## config.mk

```make
export PLATFORM = sky130hd
export DESIGN_NAME = input_port_sampler
export DESIGN_NICKNAME = d
export VERILOG_FILES = /design/src/rtl/io_map_pkg.sv /design/src/rtl/debounce_channel.sv /design/src/rtl/input_port_sampler.sv
export SDC_FILE = /design/constraint.sdc
export NUM_CORES = 1
export LEC_CHECK = 0
export ABC_AREA = 1
export CORE_MARGIN = 1
export CORE_UTILIZATION = 39
export CTS_CLUSTER_SIZE = 24
export DETAILED_ROUTE_END_ITERATION = 8
export GPL_TIMING_DRIVEN = 1
export PLACE_DENSITY_LB_ADDON = 0.1
export SYNTH_ARGS = -nofsm -noshare
export SYNTH_HDL_FRONTEND = slang
export SYNTH_SLANG_ARGS = --single-unit
```

## constraint.sdc

```tcl
create_clock -name clock -period 3 [get_ports clock]
set_clock_uncertainty 0.1 [all_clocks]
set_input_delay 0.3 -clock clock [delete_from_list [all_inputs] [get_ports clock]]
set_output_delay 0.3 -clock clock [all_outputs]
set_load 0.005 [all_outputs]
```

## src/rtl/io_map_pkg.sv

```systemverilog
// Shared I/O window map: register addresses and the address-to-register decode.
package io_map_pkg;

    localparam logic [7:0] IO_BASE   = 8'ha0;
    localparam logic [7:0] IN1_ADDR  = 8'ha0;
    localparam logic [7:0] IN2_ADDR  = 8'ha4;
    localparam logic [7:0] STAT_ADDR = 8'ha8;
    localparam logic [7:0] EVT_ADDR  = 8'hac;

    typedef enum logic [2:0] {
        SEL_NONE,
        SEL_IN1,
        SEL_IN2,
        SEL_STAT,
        SEL_EVT
    } io_sel_e;

    // Maps the low address byte onto the register it selects.
    function automatic io_sel_e decode_sel(input logic [7:0] a);
        io_sel_e sel;
        case (a)
            IN1_ADDR:  sel = SEL_IN1;
            IN2_ADDR:  sel = SEL_IN2;
            STAT_ADDR: sel = SEL_STAT;
            EVT_ADDR:  sel = SEL_EVT;
            default:   sel = SEL_NONE;
        endcase
        return sel;
    endfunction

endpackage

```

## src/rtl/debounce_channel.sv

```systemverilog
// One switch channel: two-flop synchroniser followed by a hold-time debouncer.
// update_pulse is high during the cycle whose rising edge loads a new stable value.
module debounce_channel #(
    parameter int unsigned WIDTH           = 5,
    parameter int unsigned DEBOUNCE_CYCLES = 1000,
    parameter int unsigned CNT_W           = 10
) (
    input  logic             clock,
    input  logic             reset,
    input  logic [WIDTH-1:0] raw,
    output logic [WIDTH-1:0] stable,
    output logic             update_pulse
);

    localparam logic [CNT_W-1:0] LIMIT = CNT_W'(DEBOUNCE_CYCLES - 1);

    logic [WIDTH-1:0] sync1_q;
    logic [WIDTH-1:0] sync2_q;
    logic [WIDTH-1:0] stable_q;
    logic [WIDTH-1:0] stable_d;
    logic [CNT_W-1:0] cnt_q;
    logic [CNT_W-1:0] cnt_d;
    logic             differ;
    logic             at_limit;

    // Next-state for the debouncer: count while the synchronised level differs
    // from the accepted one; whatever value is present at the limit is taken.
    always_comb begin
        differ       = (sync2_q != stable_q);
        at_limit     = (cnt_q == LIMIT);
        update_pulse = differ && at_limit;
        stable_d     = stable_q;
        cnt_d        = cnt_q;
        if (!differ) begin
            cnt_d = '0;
        end else if (at_limit) begin
            stable_d = sync2_q;
            cnt_d    = '0;
        end else begin
            cnt_d = cnt_q + 1'b1;
        end
    end

    // Synchroniser, accepted value and hold counter.
    always_ff @(posedge clock) begin
        if (reset) begin
            sync1_q  <= '0;
            sync2_q  <= '0;
            stable_q <= '0;
            cnt_q    <= '0;
        end else begin
            sync1_q  <= raw;
            sync2_q  <= sync1_q;
            stable_q <= stable_d;
            cnt_q    <= cnt_d;
        end
    end

    assign stable = stable_q;

endmodule

```

## src/rtl/input_port_sampler.sv

```systemverilog
// Memory-mapped input port: two debounced switch channels, sticky change
// flags (write-1-to-clear) and an 8-bit wrapping event counter.
module input_port_sampler
    import io_map_pkg::*;
#(
    parameter int unsigned WIDTH           = 5,
    parameter int unsigned DEBOUNCE_CYCLES = 1000,
    parameter int unsigned CNT_W           = 10
) (
    input  logic             clock,
    input  logic             reset,
    input  logic [31:0]      addr,
    input  logic [31:0]      wdata,
    input  logic             data_write,
    input  logic [WIDTH-1:0] input1,
    input  logic [WIDTH-1:0] input2,
    output logic [31:0]      rdata,
    output logic             changed
);

    logic [WIDTH-1:0] stable1;
    logic [WIDTH-1:0] stable2;
    logic             upd1;
    logic             upd2;
    logic             chg1_q;
    logic             chg1_d;
    logic             chg2_q;
    logic             chg2_d;
    logic [7:0]       evt_cnt_q;
    logic [7:0]       evt_cnt_d;
    io_sel_e          sel;
    logic             stat_wr;
    logic             evt_wr;
    logic             unused_bits;

    assign unused_bits = ^{addr[31:8], wdata[31:2]};

    debounce_channel #(
        .WIDTH           (WIDTH),
        .DEBOUNCE_CYCLES (DEBOUNCE_CYCLES),
        .CNT_W           (CNT_W)
    ) u_ch1 (
        .clock        (clock),
        .reset        (reset),
        .raw          (input1),
        .stable       (stable1),
        .update_pulse (upd1)
    );

    debounce_channel #(
        .WIDTH           (WIDTH),
        .DEBOUNCE_CYCLES (DEBOUNCE_CYCLES),
        .CNT_W           (CNT_W)
    ) u_ch2 (
        .clock        (clock),
        .reset        (reset),
        .raw          (input2),
        .stable       (stable2),
        .update_pulse (upd2)
    );

    // Store decode and next-state for flags and event counter.
    // A flag set beats a same-edge clear; a counter clear beats a same-edge increment.
    always_comb begin
        sel       = decode_sel(addr[7:0]);
        stat_wr   = data_write && (sel == SEL_STAT);
        evt_wr    = data_write && (sel == SEL_EVT);
        chg1_d    = upd1 | (chg1_q & ~(stat_wr & wdata[0]));
        chg2_d    = upd2 | (chg2_q & ~(stat_wr & wdata[1]));
        evt_cnt_d = evt_cnt_q + 8'(upd1) + 8'(upd2);
        if (evt_wr) begin
            evt_cnt_d = '0;
        end
    end

    // Flag and event counter registers.
    always_ff @(posedge clock) begin
        if (reset) begin
            chg1_q    <= 1'b0;
            chg2_q    <= 1'b0;
            evt_cnt_q <= '0;
        end else begin
            chg1_q    <= chg1_d;
            chg2_q    <= chg2_d;
            evt_cnt_q <= evt_cnt_d;
        end
    end

    // Combinational read mux; unmapped addresses and unused bits read 0.
    always_comb begin
        rdata = '0;
        case (sel)
            SEL_IN1:  rdata = 32'(stable1);
            SEL_IN2:  rdata = 32'(stable2);
            SEL_STAT: rdata = {30'b0, chg2_q, chg1_q};
            SEL_EVT:  rdata = {24'b0, evt_cnt_q};
            default:  rdata = '0;
        endcase
    end

    assign changed = chg1_q | chg2_q;

endmodule

```

==> out/qor.csv, run 1 <==
metric,value,unit
post_synth_inst_count,396,
end_kind,primary output,
internal-power,1.26,mW
capture_point_of_the_critical_path,rdata[4],
num_antenna_cells,0,
yosys_cells,396,
fin_nets,516,
power.net_switching,0.362,mW
io_pins,110,
power.combinational.total,0.113,mW
gr-usage-all-layers,0.149,
switching_share,0.223,
antenna_left,0,
seq_area,0.00120,mm2
area_leaders,"sky130_fd_sc_hd__dfxtp_1, sky130_fd_sc_hd__nor2_1, sky130_fd_sc_hd__inv_1, sky130_fd_sc_hd__nand2_1, sky130_fd_sc_hd__buf_4",
yosys_register_bits,60,
timing.hold.worst.start,u_ch2.sync1_q[3]$_SDFF_PP0_,
timing.critical_path.fanout_max,3,
routed_via_density,4.24,
setup-violations-final,0,
delay_of_the_slowest_cell_on_the_worst_path,540,ps
syn-cell-area,0.00294,mm2
row_count,31,
most_common_cell_after_layout_fill_and_taps_aside,sky130_fd_sc_hd__nor2_1,
setup.worst_path.start,addr[2],
place.gp.congestion,0.714,
fraction_of_final_layout_cells_with_drive_strength_greater_than_1,0.0911,
multi_input_comb_area,0.00135,mm2
cts_root_buf,sky130_fd_sc_hd__clkbuf_8,
place.detailed.hpwl,3760,um
endpoint_of_the_lowest_slack_register_to_register_path,evt_cnt_q[6]$_SDFF_PP0_,
first_pass_iters,4,
maximum_number_of_pins_on_one_net_before_global_route_repair,24,
worst_r2r_src,u_ch2.cnt_q[0]$_SDFF_PP0_,
postLayoutCellArea,0.00344,mm2
worst_skew_pair_latency,330,ps
synth.cellmix.compoundShare,0.0405,
min_period_over_period,0.852,
grt_setup_unrepaired,false,
drt_drc_violations_left,0,
yosysChipArea,0.00294,mm2
cp-start-kind,primary input,
path_cells,clkdlybuf4s50_1 -> inv_1 -> nor3_1 -> nand2_1 -> o211ai_1 -> clkdlybuf4s50_1,
area_delta_synth_final,17.3,%
hold_violations,0,
rr_worst_depth,13,
edf_count,0,
pwr_density_cell,472,mW/mm2
wire_length_of_the_first_global_routing_pass,8800,um
main_power_consuming_group,sequential cells,
final.setup.tns,0,ps
power_frac_comb,0.069,
post_cts_hold_buffer_count,0,
buffer_ports.inserted,31,
period_minus_slack,2560,ps
maxSlewViolCount,0,
worst-endpoint-required,2600,ps
run_status,"complete, no violations",
tritoncts,done,
placed_cells_incl_taps,523,
post_synth_xor_area_fraction,0.0597,
yosys.cell_count.top_type,sky130_fd_sc_hd__nor2_1,
biggestRegsByFlops,"u_ch1.cnt_q x10, u_ch2.cnt_q x10, evt_cnt_q x8",
yosys_most_used_dff,sky130_fd_sc_hd__dfxtp_1,
fillCellCount,745,
post_synthesis_share_of_cell_area_spent_on_full_adders_half_adders_and_majority_gates,0.0196,
layout.core_utilization,0.475,
routed-via-count,2281,
cts-resized-gates,0,
grt_antenna_before_repair,0,
coreArea,0.00725,mm2
final_layout_top_logic_cells,"sky130_fd_sc_hd__nor2_1, sky130_fd_sc_hd__inv_1, sky130_fd_sc_hd__dfxtp_1",
placedInstanceArea,0.00326,mm2
max-clock-path-buffers,2,
fmax,0.391,GHz
area_share_of_the_leading_cell_type_in_the_synthesized_netlist,0.409,
cp.arrival,2160,ps
first_global_vias,2020,
hold_depth,2,
detailedRoute.firstIterationViolations,70,
synth_seq_share,0.409,
reg2reg_slack,620,ps
critical_path.n_buffers_inverters,3,
sequentialPower,0.821,mW
ctsHtreeMaxLevel,3,
vdd_drop_max,0.254,mV
critical_path.most_common_cell,sky130_fd_sc_hd__clkdlybuf4s50_1,
min_delay_worst_endpoint,u_ch2.sync2_q[3]$_SDFF_PP0_,
[run 1: stage by stage]
stage          hold slack, ps  worst slack (ps)  power, mW
2_1_floorplan             262               674      0.935
3_3_place_gp              290               444      0.950
3_5_place_dp              294               439      0.952
4_1_cts                   303               432       1.65
5_1_grt                   314               332       1.72
6_report                  298               445       1.63
[run 1: per-layer routing]
metal  GRT usage  up-vias  part of all wire
li1            -     1235                 -
met1       0.188      980              0.52
met2       0.231       54              0.41
met3      0.0392       12             0.046
met4      0.0836        0             0.021
met5           0        -                 0
[run 1: layout make-up]
class | instances | area share
multi-input combinational | 264 | 0.391
clock buffer | 13 | 0.0432
timing repair buffer | 36 | 0.101
inverter | 64 | 0.0697
sequential | 60 | 0.349
clock inverter | 2 | 0.0102
tap | 99 | 0.0360
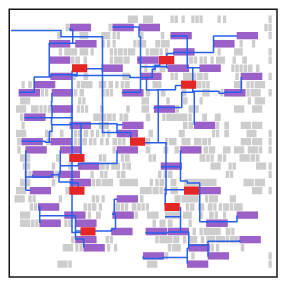
Figure 1: run 1, routed clock nets over the placement.
(3 px per um)
Key: purple = flip-flops [count 60]; blue = clock wires [length 814 um]; red = clock-net drivers [count 9]
There are 10 routed clock nets.
Clock Power Share: 0.426
Power Clock: 0.692 mW

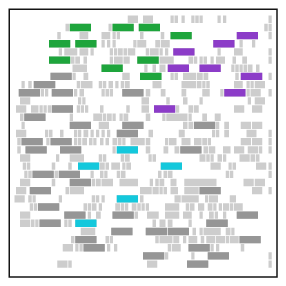
Figure 2: run 1, sequential cells colored by netlist name.
(3 px per um) Other sequential cells in the stronger gray, the rest of the logic in the fainter gray.
Key: purple = evt_cnt_q [flops 8, where upper right]; green = u_ch1.cnt_q [flops 10]; cyan = u_ch2.stable [flops 5, where center]
Another 37 sequential cells are not colored.

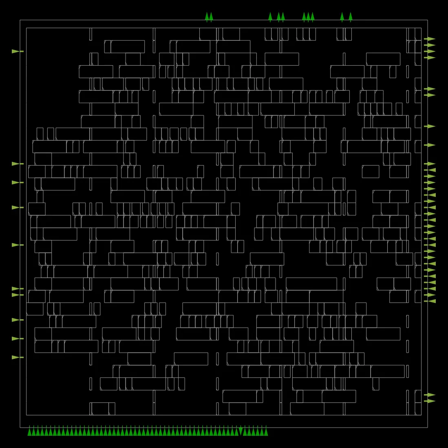
Figure 3: run 1, cell placement.
flop count: 60
number of standard cells in the final layout excluding fillers: 538

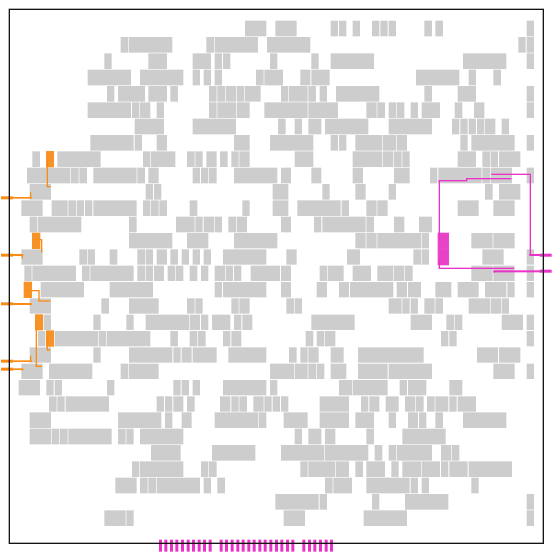
Figure 4: run 1, port wiring.
(6 px per um)
Key: orange = input1 [direction input, edge left, end cells 5, buffers 5, wire 39.3 um]; magenta = wdata [direction input, edge 30 bottom, 2 right, end cells 2, buffers 2, wire 65.3 um]

Figure 5. Placed cells, one color a class (run 1).
(3 px per um)
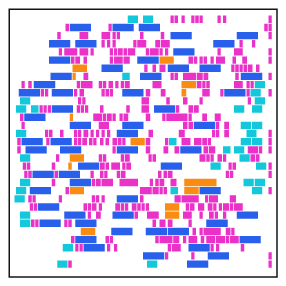

==> run 2, diff against run 1 <==
--- a/config.mk
+++ b/config.mk
@@ -6,11 +6,11 @@
 export NUM_CORES = 1
 export LEC_CHECK = 0
 export ABC_AREA = 1
+export CORE_ASPECT_RATIO = 0.5
 export CORE_MARGIN = 1
 export CORE_UTILIZATION = 39
 export CTS_CLUSTER_SIZE = 24
 export DETAILED_ROUTE_END_ITERATION = 8
-export GPL_TIMING_DRIVEN = 1
 export PLACE_DENSITY_LB_ADDON = 0.1
 export SYNTH_ARGS = -nofsm -noshare
 export SYNTH_HDL_FRONTEND = slang
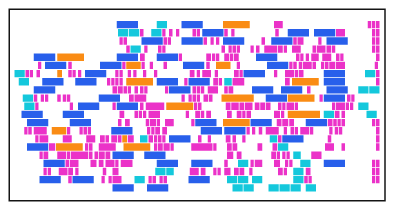
Figure 6: run 2, placed cells, one color a class.
(3 px per um)
Key: magenta = remaining logic cells [cells 328, share of their area 46%]; cyan = remaining buffers and delay cells [cells 36, share of their area 10%]; orange = clock drivers and dummy loads [cells 16, share of their area 9.7%]; blue = sequential cells [cells 60, share of their area 35%]
flip-flop and latch share of the layout cell area: 0.335
final core utilization: 0.515
post-route design area: 0.00359 mm2

==> run 2 against run 1 <==
Effect of this change:
- clock power rose by 63%
- largest cell class unchanged
- flip-flop count unchanged
- via count up 2.2%
- non-clock buffer count unchanged
==> out/qor.csv, run 2 <==
metric,value,unit
routed-via-count,2331,
tritoncts,done,
power.combinational.total,0.114,mW
min_delay_worst_endpoint,u_ch1.sync2_q[2]$_SDFF_PP0_,
fraction_of_final_layout_cells_with_drive_strength_greater_than_1,0.100,
yosysWarnings,0,
post_synth_inst_count,396,
capture_point_of_the_critical_path,rdata[2],
placement.setup.worst_slack,383,ps
synth.cellmix.compoundShare,0.0405,
most_common_cell_after_layout_fill_and_taps_aside,sky130_fd_sc_hd__nor2_1,
area_leaders,"sky130_fd_sc_hd__dfxtp_1, sky130_fd_sc_hd__nor2_1, sky130_fd_sc_hd__inv_1, sky130_fd_sc_hd__nand2_1, sky130_fd_sc_hd__buf_4",
drt_drc_violations_left,0,
place.gp.congestion,0.773,
area_share_of_the_leading_cell_type_in_the_synthesized_netlist,0.409,
placed_cells_incl_taps,516,
delay_of_the_slowest_cell_on_the_worst_path,560,ps
min_period_over_period,0.875,
endpoint_of_the_lowest_slack_register_to_register_path,evt_cnt_q[6]$_SDFF_PP0_,
wire_length_of_the_first_global_routing_pass,9520,um
cts-resized-gates,0,
maximum_number_of_pins_on_one_net_before_global_route_repair,25,
leakage,1.51,nW
post_synth_xor_area_fraction,0.0597,
power_frac_clock,0.547,
cp.arrival,2220,ps
place.detailed.hpwl,4030,um
yosys.cell_count.top_type,sky130_fd_sc_hd__nor2_1,
post_synthesis_share_of_cell_area_spent_on_full_adders_half_adders_and_majority_gates,0.0196,
fin_nets,516,
first_global_vias,2133,
edf_count,0,
yosysChipArea,0.00294,mm2
hold_depth,2,
ctsHtreeMaxLevel,3,
switching_share,0.200,
hold_slack,300,ps
final_layout_top_logic_cells,"sky130_fd_sc_hd__nor2_1, sky130_fd_sc_hd__inv_1, sky130_fd_sc_hd__dfxtp_1",
cp-start-kind,primary input,
critical_path.n_buffers_inverters,3,
area_delta_synth_final,22.2,%
pwr_density_cell,576,mW/mm2
period_minus_slack,2620,ps
post_cts_hold_buffer_count,0,
buffer_ports.inserted,31,
sequentialPower,0.823,mW
detailedRoute.firstIterationViolations,107,
worst_skew_pair_latency,320,ps
io_pins,110,
reg2reg_slack,450,ps
gr-usage-all-layers,0.154,
vdd_drop_max,0.319,mV
run_status,"complete, no violations",
end_kind,primary output,
setup-violations-final,0,
coreArea,0.00696,mm2
power.net_switching,0.413,mW
max-clock-path-buffers,2,
biggestRegsByFlops,"u_ch1.cnt_q x10, u_ch2.cnt_q x10, evt_cnt_q x8",
num_antenna_cells,0,
yosys_most_used_dff,sky130_fd_sc_hd__dfxtp_1,
final.setup.tns,0,ps
rr_worst_depth,15,
timing.final.ws_setup,375,ps
routed_via_density,4.38,
maxSlewViolCount,0,
post_layout_nonfiller_instances,532,
timing.hold.worst.start,u_ch1.sync1_q[2]$_SDFF_PP0_,
row_count,21,
cp_slowest_cell,sky130_fd_sc_hd__clkdlybuf4s50_1,
setup.worst_path.start,addr[2],
fin_total_pwr,2.07,mW
hold_violations,0,
synth_seq_share,0.409,
timing.critical_path.fanout_max,3,
cts_root_buf,sky130_fd_sc_hd__clkbuf_16,
critical_path.most_common_cell,sky130_fd_sc_hd__clkdlybuf4s50_1,
power_frac_comb,0.055,
path_cells,clkdlybuf4s50_1 -> inv_1 -> nor3_1 -> nand2_1 -> o211ai_1 -> clkdlybuf4s50_1,
yosys_register_bits,60,
fmax,0.381,GHz
grt_setup_unrepaired,false,
internal-power,1.65,mW
antenna_left,0,
worst_r2r_src,u_ch1.cnt_q[0]$_SDFF_PP0_,
first_pass_iters,4,
initial_core_util,0.422,
worst-endpoint-required,2600,ps
placedInstanceArea,0.00325,mm2
-- run 2: worst min-delay path: cells and delay by family (launching register included) --
family | cells | cell delay (ps)
AND/OR/NAND/NOR | 1 | 30
flip-flops | 1 | 290
buffers and inverters | 1 | 40
-- run 2: final cells by class --
| class | count | area (um2) |
|---|---|---|
| tap | 92 | 115 |
| timing repair buffer | 36 | 348 |
| multi-input combinational | 264 | 1350 |
| clock inverter | 4 | 70.1 |
| clock buffer | 12 | 267 |
| inverter | 64 | 240 |
| fill | 672 | 3370 |
| sequential | 60 | 1200 |
-- run 2: routing by layer --
metal  GRT usage  part of all wire  wire length (um)  vias to the layer above
met2       0.249              0.46              2470                       49
met3      0.0535             0.045               244                        9
li1            -                 -                 -                     1239
met5           0                 0                 0                        -
met1       0.188              0.48              2600                     1034
met4      0.0587             0.013                70                        0
==> run 3, diff against run 2 <==
--- a/config.mk
+++ b/config.mk
@@ -6,6 +6,7 @@
 export NUM_CORES = 1
 export LEC_CHECK = 0
 export ABC_AREA = 1
+export CAP_MARGIN = 10
 export CORE_ASPECT_RATIO = 0.5
 export CORE_MARGIN = 1
 export CORE_UTILIZATION = 39
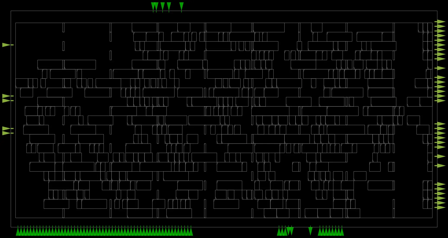
Figure 7: run 3, cell placement.
number of fill cells: 672
CORE AREA: 0.00696 mm2

==> run 3 against run 2 <==
Effect of this change:
- design area unchanged
- global-route usage unchanged
- area after synthesis unchanged
- clock power about the same
- synthesized cell count unchanged
- critical path type unchanged
- highest routed layer unchanged
==> out/qor.csv, run 3 <==
metric,value,unit
sequentialPower,0.823,mW
ctsHtreeMaxLevel,3,
fraction_of_final_layout_cells_with_drive_strength_greater_than_1,0.100,
area_delta_synth_final,22.2,%
power_frac_clock,0.547,
grt_setup_unrepaired,false,
max-clock-path-buffers,2,
timing.critical_path.fanout_max,3,
row_count,21,
cp-start-kind,primary input,
vdd_drop_max,0.319,mV
gr-usage-all-layers,0.154,
cp_slowest_cell,sky130_fd_sc_hd__clkdlybuf4s50_1,
layout.core_utilization,0.515,
yosysChipArea,0.00294,mm2
timing.hold.worst.start,u_ch1.sync1_q[2]$_SDFF_PP0_,
switching_share,0.200,
placement.setup.worst_slack,383,ps
maximum_number_of_pins_on_one_net_before_global_route_repair,25,
worst_skew_pair_latency,320,ps
clock_net_power,1.13,mW
yosys.cell_count.top_type,sky130_fd_sc_hd__nor2_1,
post_layout_nonfiller_instances,532,
grt.met3_usage,0.0535,
globalRoute.busiestLayer,met2,
final_layout_top_logic_cells,"sky130_fd_sc_hd__nor2_1, sky130_fd_sc_hd__inv_1, sky130_fd_sc_hd__dfxtp_1",
power_frac_comb,0.055,
postLayoutCellArea,0.00359,mm2
delay_of_the_slowest_cell_on_the_worst_path,560,ps
fmax,0.381,GHz
first_global_vias,2133,
area_share_of_the_leading_cell_type_in_the_synthesized_netlist,0.409,
endpoint_of_the_lowest_slack_register_to_register_path,evt_cnt_q[6]$_SDFF_PP0_,
final.setup.tns,0,ps
place.detailed.hpwl,4030,um
leakage,1.51,nW
met3RoutedLength,244,um
route.top_layer_used,met4,
setup.worst_path.start,addr[2],
area_leaders,"sky130_fd_sc_hd__dfxtp_1, sky130_fd_sc_hd__nor2_1, sky130_fd_sc_hd__inv_1, sky130_fd_sc_hd__nand2_1, sky130_fd_sc_hd__buf_4",
hold_violations,0,
end_kind,primary output,
path_cells,clkdlybuf4s50_1 -> inv_1 -> nor3_1 -> nand2_1 -> o211ai_1 -> clkdlybuf4s50_1,
cts-resized-gates,0,
period_minus_slack,2620,ps
yosys_register_bits,60,
fin_total_pwr,2.07,mW
global_route.usage.met2,0.249,
tritoncts,done,
met1_length,2600,um
min_period_over_period,0.875,
worst_r2r_src,u_ch1.cnt_q[0]$_SDFF_PP0_,
pwr_density_cell,576,mW/mm2
routed_via_density,4.38,
cts_root_buf,sky130_fd_sc_hd__clkbuf_16,
place.gp.congestion,0.773,
setup-violations-final,0,
most_common_cell_after_layout_fill_and_taps_aside,sky130_fd_sc_hd__nor2_1,
run_status,"complete, no violations",
placedInstanceArea,0.00325,mm2
post_cts_hold_buffer_count,0,
grtUsageMet1,0.188,
yosysWarnings,0,
io_pins,110,
reg2reg_slack,450,ps
critical_path.most_common_cell,sky130_fd_sc_hd__clkdlybuf4s50_1,
hold_slack,300,ps
internal-power,1.65,mW
routed-via-count,2331,
run 3: cell counts after synthesis:
Identical to the previous run, type by type.
run 3: final cells by class:
class | count | area (um2)
clock inverter | 4 | 70.1
multi-input combinational | 264 | 1350
inverter | 64 | 240
tap | 92 | 115
sequential | 60 | 1200
timing repair buffer | 36 | 348
clock buffer | 12 | 267
fill | 672 | 3370
run 3: kinds of logic (layout without fill, tap and decap cells):
| family | count (synthesis) | count (layout) | synth area share |
|---|---|---|---|
| DFF | 60 | 60 | 0.409 |
| buffers and inverters | 95 | 116 | 0.161 |
| and+or+nand+nor | 196 | 196 | 0.308 |
| adders and majority gates | 4 | 4 | 0.0196 |
| xor gates and xnor gates | 20 | 20 | 0.0597 |
| AOI/OAI and AO/OA | 20 | 20 | 0.0405 |
| other | 1 | 24 | 0.00128 |
Power is estimated from default activity; no workload was simulated.
